`src/rtl/bwt_pkg.sv`:
```
// Shared constants and FSM state encoding for the exact-match scan controller.
package bwt_pkg;

  localparam int TAGT_NUM    = 64;
  localparam int TAGT_LENGTH = 6;
  localparam int REF_NUM     = 1024;
  localparam int REF_LENGTH  = 10;
  localparam int LAST_START  = REF_NUM - TAGT_NUM;

  typedef enum logic [1:0] {
    IDLE = 2'd0,
    SCAN = 2'd1,
    HIT  = 2'd2,
    FIN  = 2'd3
  } scan_state_t;

endpackage

```
`src/rtl/bwt_scan_ctrl_if.sv`:
```
// Read-address / compare-result bus between the scan controller and the memories plus comparator.
interface bwt_scan_ctrl_if #(
  parameter int TAGT_LENGTH = bwt_pkg::TAGT_LENGTH,
  parameter int REF_LENGTH  = bwt_pkg::REF_LENGTH
);

  logic [TAGT_LENGTH-1:0] tgt_addr;
  logic [REF_LENGTH-1:0]  ref_addr;
  logic                   rd_en;
  logic                   cmp_eq;

  modport master (output tgt_addr, output ref_addr, output rd_en, input cmp_eq);
  modport slave  (input tgt_addr, input ref_addr, input rd_en, output cmp_eq);

endinterface

```
`src/rtl/bwt_addr_gen.sv`:
```
// Window-start (s) and base-index (j) counters with registered target/reference read addresses.
module bwt_addr_gen #(
  parameter int TAGT_NUM    = 64,
  parameter int TAGT_LENGTH = 6,
  parameter int REF_NUM     = 1024,
  parameter int REF_LENGTH  = 10
) (
  input  logic                   clk,
  input  logic                   rst,
  input  logic                   clr_i,
  input  logic                   issue_i,
  input  logic                   next_win_i,
  output logic [REF_LENGTH-1:0]  s_o,
  output logic [TAGT_LENGTH-1:0] tgt_addr_o,
  output logic [REF_LENGTH-1:0]  ref_addr_o,
  output logic                   rd_en_o,
  output logic                   last_win_o,
  output logic                   last_base_o
);

  localparam logic [REF_LENGTH-1:0]  LAST_S = REF_LENGTH'(REF_NUM - TAGT_NUM);
  localparam logic [REF_LENGTH-1:0]  S_ONE  = REF_LENGTH'(1);
  localparam logic [TAGT_LENGTH:0]   J_END  = (TAGT_LENGTH+1)'(TAGT_NUM);
  localparam logic [TAGT_LENGTH:0]   J_ONE  = (TAGT_LENGTH+1)'(1);

  logic [REF_LENGTH-1:0]  s_q, s_d;
  logic [TAGT_LENGTH:0]   j_q, j_d;
  logic [TAGT_LENGTH-1:0] tgt_q, tgt_d;
  logic [REF_LENGTH-1:0]  ref_q, ref_d;
  logic                   rd_en_q, rd_en_d;

  // j counts pairs already issued in this window; a window change issues base 0 of the new window at once.
  always_comb begin
    // NOTE: every always_comb target gets a default first so no path leaves it unassigned (no latch).
    s_d     = s_q;
    j_d     = j_q;
    tgt_d   = tgt_q;
    ref_d   = ref_q;
    rd_en_d = 1'b0;
    if (clr_i) begin
      s_d = '0;
      j_d = '0;
    end else if (next_win_i) begin
      s_d     = s_q + S_ONE;
      j_d     = J_ONE;
      tgt_d   = '0;
      ref_d   = s_q + S_ONE;
      rd_en_d = 1'b1;
    end else if (issue_i) begin
      tgt_d   = j_q[TAGT_LENGTH-1:0];
      ref_d   = s_q + REF_LENGTH'(j_q);
      j_d     = j_q + J_ONE;
      rd_en_d = 1'b1;
    end
  end

  always_ff @(posedge clk) begin
    // NOTE: state registers use non-blocking assignments so every flop samples pre-edge values.
    if (rst) begin
      s_q     <= '0;
      j_q     <= '0;
      tgt_q   <= '0;
      ref_q   <= '0;
      rd_en_q <= 1'b0;
    end else begin
      s_q     <= s_d;
      j_q     <= j_d;
      tgt_q   <= tgt_d;
      ref_q   <= ref_d;
      rd_en_q <= rd_en_d;
    end
  end

  assign s_o         = s_q;
  assign tgt_addr_o  = tgt_q;
  assign ref_addr_o  = ref_q;
  assign rd_en_o     = rd_en_q;
  assign last_win_o  = (s_q == LAST_S);
  assign last_base_o = (j_q == J_END);

endmodule

```
`src/rtl/bwt_scan_ctrl.sv`:
```
// Exact-match scan sequencer: walks every reference window, counts consecutive base matches and reports full-window hits.
module bwt_scan_ctrl #(
  parameter int TAGT_NUM    = bwt_pkg::TAGT_NUM,
  parameter int TAGT_LENGTH = bwt_pkg::TAGT_LENGTH,
  parameter int REF_NUM     = bwt_pkg::REF_NUM,
  parameter int REF_LENGTH  = bwt_pkg::REF_LENGTH
) (
  input  logic                   clk,
  input  logic                   rst,
  input  logic                   start_i,
  bwt_scan_ctrl_if.master        mem,
  output logic [TAGT_LENGTH:0]   match_run_o,
  output logic                   hit_valid_o,
  output logic [REF_LENGTH-1:0]  hit_pos_o,
  output logic [REF_LENGTH-1:0]  hit_cnt_o,
  output logic                   busy_o,
  output logic                   done_o
);

  import bwt_pkg::*;

  localparam logic [TAGT_LENGTH:0]  RUN_LAST = (TAGT_LENGTH+1)'(TAGT_NUM - 1);
  localparam logic [TAGT_LENGTH:0]  RUN_ONE  = (TAGT_LENGTH+1)'(1);
  localparam logic [REF_LENGTH-1:0] CNT_ONE  = REF_LENGTH'(1);

  scan_state_t            state_q, state_d;
  logic [TAGT_LENGTH:0]   match_run_q, match_run_d;
  logic [REF_LENGTH-1:0]  hit_pos_q, hit_pos_d;
  logic [REF_LENGTH-1:0]  hit_cnt_q, hit_cnt_d;
  logic                   cmp_vld_q, cmp_vld_d;

  logic [REF_LENGTH-1:0]  s;
  logic                   last_win, last_base;
  logic                   clr, issue, next_win;
  logic                   cmp_hit, cmp_miss, full;

  bwt_addr_gen #(
    .TAGT_NUM   (TAGT_NUM),
    .TAGT_LENGTH(TAGT_LENGTH),
    .REF_NUM    (REF_NUM),
    .REF_LENGTH (REF_LENGTH)
  ) u_addr_gen (
    .clk        (clk),
    .rst        (rst),
    .clr_i      (clr),
    .issue_i    (issue),
    .next_win_i (next_win),
    .s_o        (s),
    .tgt_addr_o (mem.tgt_addr),
    .ref_addr_o (mem.ref_addr),
    .rd_en_o    (mem.rd_en),
    .last_win_o (last_win),
    .last_base_o(last_base)
  );

  // cmp_eq belongs to the pair shown on rd_en one cycle earlier; a mismatch voids the pair in flight.
  assign cmp_hit   = (state_q == SCAN) & cmp_vld_q & mem.cmp_eq;
  assign cmp_miss  = (state_q == SCAN) & cmp_vld_q & ~mem.cmp_eq;
  assign full      = cmp_hit & (match_run_q == RUN_LAST);
  assign cmp_vld_d = mem.rd_en & ~cmp_miss;

  always_comb begin
    state_d     = state_q;
    match_run_d = match_run_q;
    hit_pos_d   = hit_pos_q;
    hit_cnt_d   = hit_cnt_q;
    clr         = 1'b0;
    issue       = 1'b0;
    next_win    = 1'b0;
    case (state_q)
      IDLE: begin
        if (start_i) begin
          state_d     = SCAN;
          clr         = 1'b1;
          match_run_d = '0;
          hit_cnt_d   = '0;
        end
      end
      SCAN: begin
        if (cmp_miss) begin
          match_run_d = '0;
          if (last_win) state_d = FIN;
          else          next_win = 1'b1;
        end else if (full) begin
          state_d     = HIT;
          match_run_d = match_run_q + RUN_ONE;
          hit_pos_d   = s;
          if (hit_cnt_q != '1) hit_cnt_d = hit_cnt_q + CNT_ONE;
        end else begin
          if (cmp_hit) match_run_d = match_run_q + RUN_ONE;
          issue = ~last_base;
        end
      end
      HIT: begin
        match_run_d = '0;
        if (last_win) begin
          state_d = FIN;
        end else begin
          state_d  = SCAN;
          next_win = 1'b1;
        end
      end
      FIN:     state_d = IDLE;
      default: state_d = IDLE;
    endcase
  end

  always_ff @(posedge clk) begin
    if (rst) begin
      state_q     <= IDLE;
      match_run_q <= '0;
      hit_pos_q   <= '0;
      hit_cnt_q   <= '0;
      cmp_vld_q   <= 1'b0;
    end else begin
      state_q     <= state_d;
      match_run_q <= match_run_d;
      hit_pos_q   <= hit_pos_d;
      hit_cnt_q   <= hit_cnt_d;
      cmp_vld_q   <= cmp_vld_d;
    end
  end

  assign match_run_o = match_run_q;
  assign hit_valid_o = (state_q == HIT);
  assign hit_pos_o   = hit_pos_q;
  assign hit_cnt_o   = hit_cnt_q;
  assign busy_o      = (state_q != IDLE);
  assign done_o      = (state_q == FIN);

endmodule
```
`src/flat_wrapper.sv`:
```
// flat-port wrapper written by rule: the top's interface ports become plain ports
module bwt_scan_ctrl_flat import bwt_pkg::*;
#(
  parameter int TAGT_NUM    = bwt_pkg::TAGT_NUM,
  parameter int TAGT_LENGTH = bwt_pkg::TAGT_LENGTH,
  parameter int REF_NUM     = bwt_pkg::REF_NUM,
  parameter int REF_LENGTH  = bwt_pkg::REF_LENGTH
)
  (clk, rst, start_i, match_run_o, hit_valid_o, hit_pos_o, hit_cnt_o, busy_o, done_o, mem_tgt_addr, mem_ref_addr, mem_rd_en, mem_cmp_eq);
  bwt_scan_ctrl_if #(.TAGT_LENGTH(TAGT_LENGTH), .REF_LENGTH(REF_LENGTH)) mem_i ();
  input  logic clk;
  input  logic rst;
  input  logic start_i;
  output logic [TAGT_LENGTH:0] match_run_o;
  output logic hit_valid_o;
  output logic [REF_LENGTH-1:0] hit_pos_o;
  output logic [REF_LENGTH-1:0] hit_cnt_o;
  output logic busy_o;
  output logic done_o;
  output wire logic [$bits(mem_i.tgt_addr)-1:0] mem_tgt_addr;
  output wire logic [$bits(mem_i.ref_addr)-1:0] mem_ref_addr;
  output wire logic [$bits(mem_i.rd_en)-1:0] mem_rd_en;
  input wire logic [$bits(mem_i.cmp_eq)-1:0] mem_cmp_eq;
  assign mem_tgt_addr = mem_i.tgt_addr;
  assign mem_ref_addr = mem_i.ref_addr;
  assign mem_rd_en = mem_i.rd_en;
  assign mem_i.cmp_eq = mem_cmp_eq;
  bwt_scan_ctrl #(.TAGT_NUM(TAGT_NUM), .TAGT_LENGTH(TAGT_LENGTH), .REF_NUM(REF_NUM), .REF_LENGTH(REF_LENGTH)) u_core (.clk(clk), .rst(rst), .start_i(start_i), .mem(mem_i), .match_run_o(match_run_o), .hit_valid_o(hit_valid_o), .hit_pos_o(hit_pos_o), .hit_cnt_o(hit_cnt_o), .busy_o(busy_o), .done_o(done_o));
endmodule
```
`config.mk`:
```
export PLATFORM = sky130hd
export DESIGN_NAME = bwt_scan_ctrl_flat
export DESIGN_NICKNAME = d
export VERILOG_FILES = /design/src/rtl/bwt_pkg.sv /design/src/rtl/bwt_scan_ctrl_if.sv /design/src/rtl/bwt_addr_gen.sv /design/src/rtl/bwt_scan_ctrl.sv /design/src/flat_wrapper.sv
export SDC_FILE = /design/constraint.sdc
export NUM_CORES = 1
export LEC_CHECK = 0
export CORE_MARGIN = 5
export CORE_UTILIZATION = 30
export DETAILED_ROUTE_END_ITERATION = 8
export HOLD_SLACK_MARGIN = 0.12
export PLACE_DENSITY_LB_ADDON = 0.1
export SYNTH_ARGS = -nofsm -noshare
export SYNTH_HDL_FRONTEND = slang
export SYNTH_HIERARCHICAL = 1
export SYNTH_SLANG_ARGS = --single-unit
```
`constraint.sdc`:
```
create_clock -name clk -period 7.51 [get_ports clk]
set_input_delay 1.1265 -clock clk [delete_from_list [all_inputs] [get_ports clk]]
set_output_delay 1.1265 -clock clk [all_outputs]
set_load 0.02 [all_outputs]
```
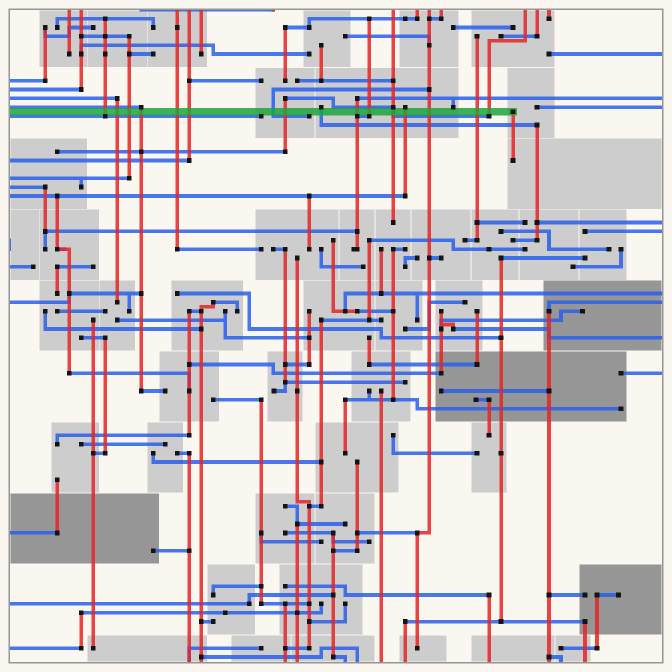
Fig. 1. Close-up of the layout (run 1).
Region (78, 18) to (103, 43) um. Cells in gray, sequential cells in the stronger gray; small squares are vias.
layer	color
metal 1	blue
metal 2	red
metal 3	green
netlist names of flops here include	u_core/match_run_o (3)
cells with their middle in the window	39
most frequent	nand2_1 (4), or3_1 (4)
sequential cells in the window	3

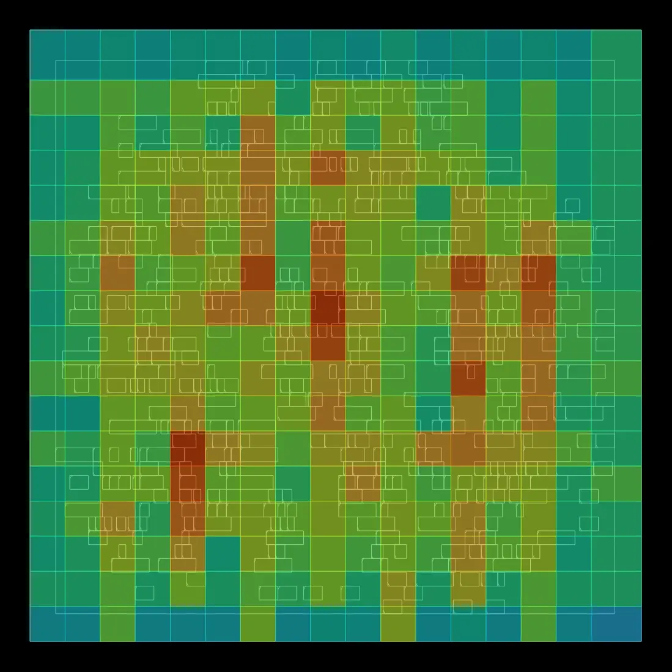
Fig. 2. Track usage over the die (run 1).
GR met1 Demand/Resource: 16.7%
drt wl/cell: 15.4 um
busiest metal layer after global routing: met2
met2 Use GR: 23.8%
GRT Total Usage: 13.9%

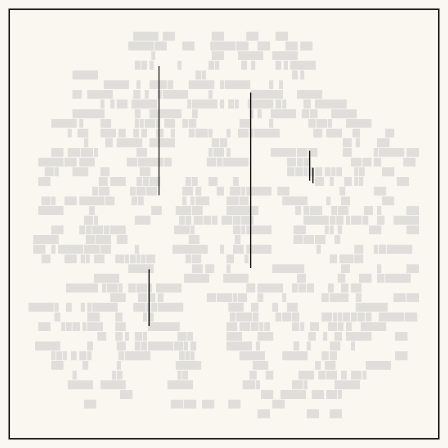
Fig. 3. M4 wires (run 1).
Cells faint in the background.
share of all routed wire	1.1%
longest straight run	49.0 um
wire length on this layer	113 um
nets with wire on the layer	4
main direction	vertical

==> flow_summary.yaml, run 1 <==
# generated from flow reports
detailed_routing:
  route.antenna.remaining_nets: 0
hold_path:
  hold_path.class: "flop to flop"
critical_path:
  critPathKind: "input port to flop"
  cpMaxStageDelayCell: "nor2_1"
  path_cells: "clkdlybuf4s50_1 > and3b_1 > nor2_1 > nor3b_2 > buf_4 > nor2_1 > nor2_1 > nand3_1 > o221ai_1"
  rrSetupSlack_ns: 4.15
  reg2reg_depth: 12
  critPathTopFamily: "simple AND/OR/NAND/NOR gates"
final_layout:
  comb_cells: 345
  buf_share_pct: 11.7
  area_growth_pct: 24.6
  inv_count: 17
  clock_buffers: 10
  num_antenna_cells: 0
yosys:
  synth_cells: 449
  ys_area_um2: 3650
  ys.flops: 64
  synthArstFlopShare_pct: 0
timing:
  worst_slew_pin_slew_ns: 0.923
global_routing:
  grt_use_met3_pct: 4.82
clock_tree:
  clockBufferDepth: 2
  cts_made_buffers: 9
  htree_levels: 3
die:
  chip_area_um2: 14500
placed_design:
  post-dp-hpwl_mm: 7.09
pwr:
  leakage_nw: 1.54
  p_seq_uw: 387
  clockPowerShare_pct: 34.2
run_status:
  status: "finished, final reports clean"
[run 1: cell usage after synthesis (4+ instances only)]
cell,n
a211oi_1,6
nor4b_1,4
nor2b_1,4
nand3_1,15
or4_1,7
inv_1,16
or2_2,5
or3_1,15
nand3b_1,5
nor3_1,15
nor4_1,5
a221oi_1,4
xnor2_1,12
nand2_1,52
a21o_1,6
buf_2,5
nand4_1,8
a21oi_1,39
xor2_1,11
a31oi_1,6
clkbuf_1,16
dfxtp_1,64
mux2i_1,5
and2_1,4
o21ai_0,10
nor3b_1,4
nor2_1,40
ha_1,18
o211ai_1,8
[run 1: worst max path at each step]
stage / slack [ns] / from / end
finish: 3.95 / mem_cmp_eq / u_core/u_addr_gen/ref_addr_o[5]
global route: 3.78 / mem_cmp_eq / u_core/u_addr_gen/ref_addr_o[6]
CTS: 3.98 / mem_cmp_eq / u_core/u_addr_gen/ref_addr_o[5]
detailed placement: 3.65 / mem_cmp_eq / u_core/u_addr_gen/ref_addr_o[6]
global placement: 3.69 / mem_cmp_eq / u_core/u_addr_gen/ref_addr_o[6]
floorplan: 4.53 / mem_cmp_eq / u_core/u_addr_gen/ref_addr_o[8]
[run 1: cell families (layout without fill, tap and decap cells)]
family | count (synthesis) | after routing | synth area share [%]
AND-OR/OR-AND | 98 | 98 | 17.8
multiplexers | 5 | 5 | 1.37
buffers and inverters | 40 | 87 | 4.39
XOR/XNOR | 23 | 23 | 5.52
adder cells (fa/ha/maj) | 19 | 19 | 6.72
flip-flops | 64 | 64 | 35.1
AND/OR/NAND/NOR | 200 | 200 | 29.1
[run 1: metrics by stage]
stage,power [mW],hold slack (ns)
after floorplan,0.632,0.432
after global placement,0.744,0.449
after detailed placement,0.744,0.450
after CTS,1.14,0.458
after global routing,1.19,0.482
final,1.11,0.456
## Run 2: what changed since run 1
==> constraint.sdc (replaced) <==
create_clock -name clk -period 3.26 [get_ports clk]
set_input_delay 0.489 -clock clk [delete_from_list [all_inputs] [get_ports clk]]
set_output_delay 0.489 -clock clk [all_outputs]
set_load 0.02 [all_outputs]
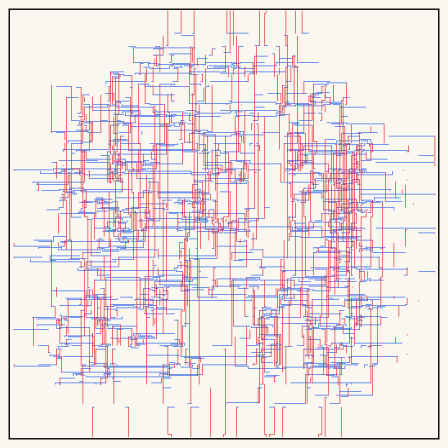
Fig. 4. Metal layers overlaid (run 2).
Only two layers are drawn.
layer	color	wire length
metal 2	red	4860 um
metal 1	blue	4720 um

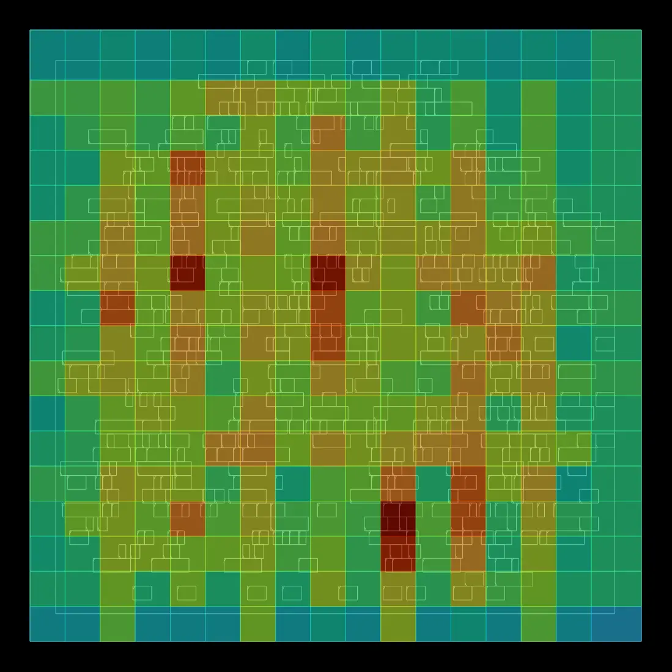
Fig. 5. Track usage over the die (run 2).
GR met1 Demand/Resource: 18.1%
routing usage on met3: 4.58%
Layout Utilization: 38.8%

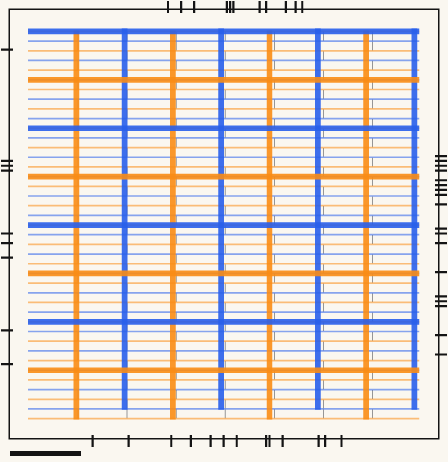
Fig. 6. Floorplan with the power grid (run 2).
The bar under the picture is 20 um long. Pins as bars on the die edge. Tap cells in gray.
net	color
VDD	blue
VSS	orange
tap cells	147
met1 rails	41
met4 straps	8
met5 straps	8
signal pins	51

==> run 2 against run 1 <==
Against the previous run: combinational power increased by 150%; synthesized cell count unchanged; final area increased by 2.1%; global-route usage increased by 0.52 points; critical path depth increased by 3; via count increased by 1.4%; critical path type is now flop to flop; highest routed layer unchanged.
==> flow_summary.yaml, run 2 <==
# generated from flow reports
clock_tree:
  cts_made_buffers: 9
  htree_levels: 3
placed_design:
  post-dp-hpwl_mm: 7.41
global_routing:
  grtUsageMet2_pct: 23.8
  grt_usage_pct: 14.4
pwr:
  leakage_nw: 1.60
  p_total_mw: 2.60
yosys:
  synthArstFlopShare_pct: 0
  ys_area_um2: 3650
  most_common_cell: "dfxtp_1"
  ys.flops: 64
detailed_routing:
  avgRoutedWirePerCell_um: 15.6
  route.antenna.remaining_nets: 0
critical_path:
  critPathKind: "flop to flop"
  reg2reg_depth: 12
  rrSetupSlack_ns: 0.44
  critPathLaunch: "u_core/state_q[1]"
run_status:
  status: "finished, final reports clean"
final_layout:
  num_antenna_cells: 0
  buf_share_pct: 13.6
  inv_count: 17
  comb_cells: 345
  clock_buffers: 12
die:
  chip_area_um2: 14500
timing:
  hold_ws_ns: 0.456
  worst_slew_pin_slew_ns: 0.641
hold_path:
  hold_path.class: "flop to flop"
run 2: cell counts after synthesis:
No cell type changed its count.
run 2: how the worst max path moves through the flow:
stage / cells after the start / slack [ns] / end
5_1_grt: 12 / 0.11 / u_core/u_addr_gen/ref_addr_o[8]
2_1_floorplan: 10 / 0.66 / u_core/u_addr_gen/ref_addr_o[8]
3_5_place_dp: 11 / 0.46 / u_core/u_addr_gen/ref_addr_o[9]
3_3_place_gp: 12 / 0.47 / u_core/u_addr_gen/ref_addr_o[8]
6_report: 12 / 0.44 / u_core/u_addr_gen/ref_addr_o[8]
4_1_cts: 11 / 0.45 / u_core/u_addr_gen/ref_addr_o[9]
run 2: worst max-delay path, cell delays in order, from the launching register on:
cell	delay (ns)
dfxtp_1	0.34
inv_1	0.14
ha_1	0.57
nand4b_2	0.29
nor3_1	0.32
nor3_1	0.12
buf_4	0.20
nor2_1	0.09
nor2_1	0.04
buf_4	0.19
and4_1	0.21
mux2i_1	0.13
nand2_1	0.06
run 2: where the power goes:
group,switching [mW],total [mW],leakage (nW),internal [mW]
Combinational,0.527,0.847,0.951,0.320
Clock,0.341,0.870,0.136,0.529
Sequential,0.0471,0.887,0.517,0.840
run 2: kinds of logic (layout without fill, tap and decap cells):
| group | count (synthesis) | in the layout | share of synthesized area [%] |
|---|---|---|---|
| DFF | 64 | 64 | 35.1 |
| muxes | 5 | 5 | 1.37 |
| buffers and inverters | 40 | 99 | 4.39 |
| and+or+nand+nor | 200 | 200 | 29.1 |
| adders and majority gates | 19 | 19 | 6.72 |
| AOI/OAI and AO/OA | 98 | 98 | 17.8 |
| xor gates and xnor gates | 23 | 23 | 5.52 |
run 2: metal layers:
metal	vias to the layer above	share of wire, %
met5	-	0
met4	0	1.1
met3	9	4.9
met2	73	48
met1	1630	46
li1	1735	-
## Run 3: what changed since run 2
--- a/config.mk
+++ b/config.mk
@@ -10,6 +10,7 @@
 export DETAILED_ROUTE_END_ITERATION = 8
 export HOLD_SLACK_MARGIN = 0.12
 export PLACE_DENSITY_LB_ADDON = 0.1
+export SKIP_LAST_GASP = 1
 export SYNTH_ARGS = -nofsm -noshare
 export SYNTH_HDL_FRONTEND = slang
 export SYNTH_HIERARCHICAL = 1
==> run 3 against run 2 <==
Against the previous run: count of clock-buffer cells in the layout unchanged; die area unchanged; sequential cell count unchanged; non-clock buffer count unchanged; final cell count unchanged; critical path type unchanged; highest routed layer unchanged.
==> flow_summary.yaml, run 3 <==
# generated from flow reports
critical_path:
  path_cells: "inv_1 > ha_1 > nand4b_2 > nor3_1 > nor3_1 > buf_4 > nor2_1 > nor2_1 > buf_4 > and4_1 > mux2i_1 > nand2_1"
  required_ns: 3.48
  critPathTopFamily: "simple AND/OR/NAND/NOR gates"
  worst-path-buf-inv: 3
  r2r-start: "u_core/state_q[1]"
  cpMaxStageDelayCell: "ha_1"
  critPathMaxStageDelay_ns: 0.57
  critPathKind: "flop to flop"
  critPathLaunch: "u_core/state_q[1]"
placed_design:
  io_buffers: 50
  post-dp-hpwl_mm: 7.41
  dpl_worst_slack_ns: 0.458
clock_tree:
  clockBufferDepth: 2
  path_clk_slew_ns: 0.05
  clock_latency_ns: 0.33
  htree_levels: 3
  cts_made_buffers: 9
yosys:
  common_cells: "64 x dfxtp_1, 52 x nand2_1, 40 x nor2_1, 39 x a21oi_1, 18 x ha_1"
  syn_nets: 472
  ys_area_um2: 3650
  flop_cell: "dfxtp_1"
  yosys_warnings: 6
  synth_cells: 449
  most_common_cell: "dfxtp_1"
  ys.flops: 64
  synthArstFlopShare_pct: 0
die:
  die_w_um: 120
  chip_area_um2: 14500
flow_run:
  warnings: 32
timing:
  worst_slack_ns: 0.438
  tns_ns: 0
  hold_ws_ns: 0.456
  worst_slew_pin_slew_ns: 0.641
final_layout:
  num_antenna_cells: 0
  final_util_pct: 38.8
  area_growth_pct: 27.2
global_routing:
  grt_pass1_vias: 3335
hold_path:
  hold_path.class: "flop to flop"
pwr:
  leakage_nw: 1.60
  powerDensity_nw_per_um2: 561
  p_total_mw: 2.60
run_status:
  status: "finished, final reports clean"
detailed_routing:
  route.antenna.remaining_nets: 0
==> run 3: cell counts after synthesis <==
Identical to the previous run, type by type.
==> run 3: path summary, 6_finish.rpt <==
kind / slack (ns) / cells past startpoint / endpoint
max: 0.44 / 12 / u_core/u_addr_gen/ref_addr_o[8]
min: 0.46 / 2 / u_core/hit_pos_o[5]
max reg2reg: 0.44 / 12 / u_core/u_addr_gen/ref_addr_o[8]
min reg2reg: 0.46 / 2 / u_core/hit_pos_o[5]
==> run 3: layer usage <==
metal | track usage [%] | wire length [um] | vias up
li1 | - | - | 1735
met1 | 18.1 | 4720 | 1630
met2 | 23.8 | 4860 | 73
met3 | 4.58 | 503 | 9
met4 | 4.18 | 115 | 0
met5 | 0 | 0 | -
==> run 3: report_power, final <==
group          total [mW]  internal [mW]  switching (mW)
clock               0.870          0.529           0.341
sequential          0.887          0.840          0.0471
combinational       0.847          0.320           0.527
total                2.60           1.69           0.915
==> run 3: cell families (layout without fill, tap and decap cells) <==
kind of cell / after synthesis / count (layout) / share of synthesized area (%)
compound gates: 98 / 98 / 17.8
fa+ha+maj: 19 / 19 / 6.72
simple gates: 200 / 200 / 29.1
buf+inv: 40 / 99 / 4.39
flops: 64 / 64 / 35.1
xor+xnor: 23 / 23 / 5.52
mux: 5 / 5 / 1.37
==> run 3: final cells by class <==
cell class              instances  area (um^2)  area share (%)
clock inverters                 4         20.0           0.431
repair buffers                 66          633            13.6
multi-input cells             345         2210            47.7
well taps                     147          184            3.96
inverters                      17         63.8            1.38
clock buffers                  12          246            5.31
flip-flops and latches         64         1280            27.6
==> run 3: tightest hold or removal path: stages (launching register included) <==
cell and delay (ns):
dfxtp_1 0.31, nand2_1 0.05, a21oi_1 0.05
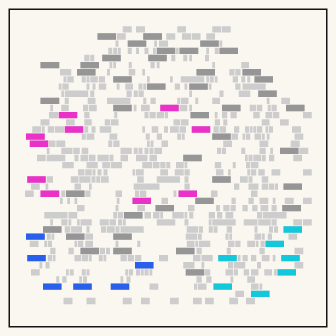
Fig. 7. Sequential cells grouped by signal name (run 3).
signal	color	placed flops
u_core/match_run_o	cyan	7
u_core/u_addr_gen/tgt_addr_o	blue	6
u_core/u_addr_gen/ref_addr_o	magenta	10
not colored	41

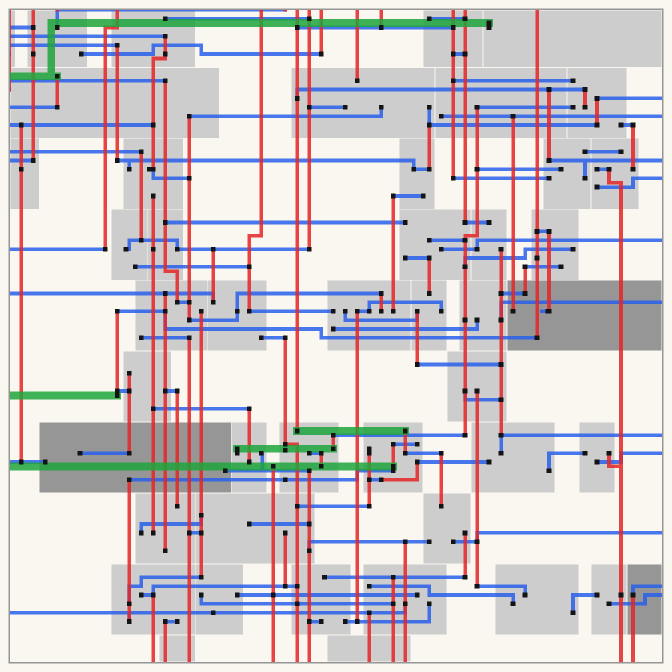
Fig. 8. Close-up of the layout (run 3).
Region (78, 18) to (103, 43) um. Cells in gray, sequential cells in the stronger gray; small squares are vias.
layer	color
metal 3	green
metal 1	blue
metal 2	red
netlist names of flops here include	u_core/match_run_o (2)
sequential cells in the window	2
cells with their middle in the window	41
most frequent	nand2_1 (4)

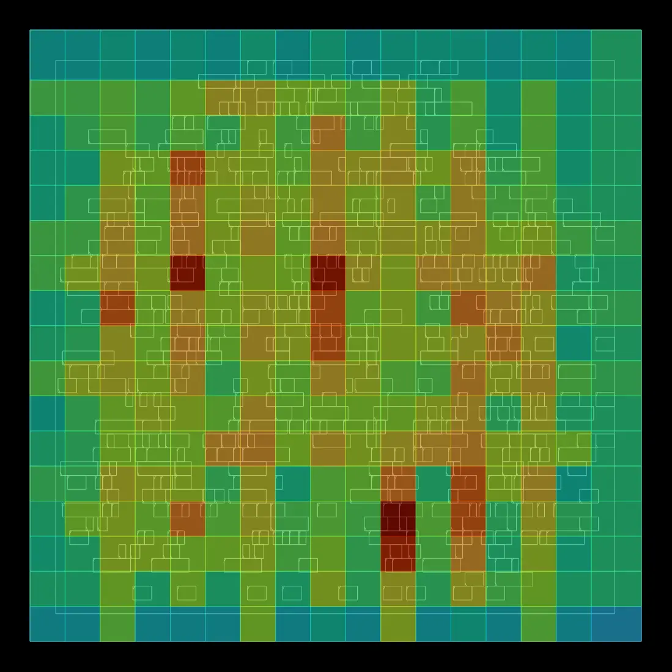
Fig. 9. Track usage over the die (run 3).
drt wl/cell: 15.6 um
GRT Total Usage: 14.4%

Power figures rest on the tool's default switching activity, not on a simulated workload.
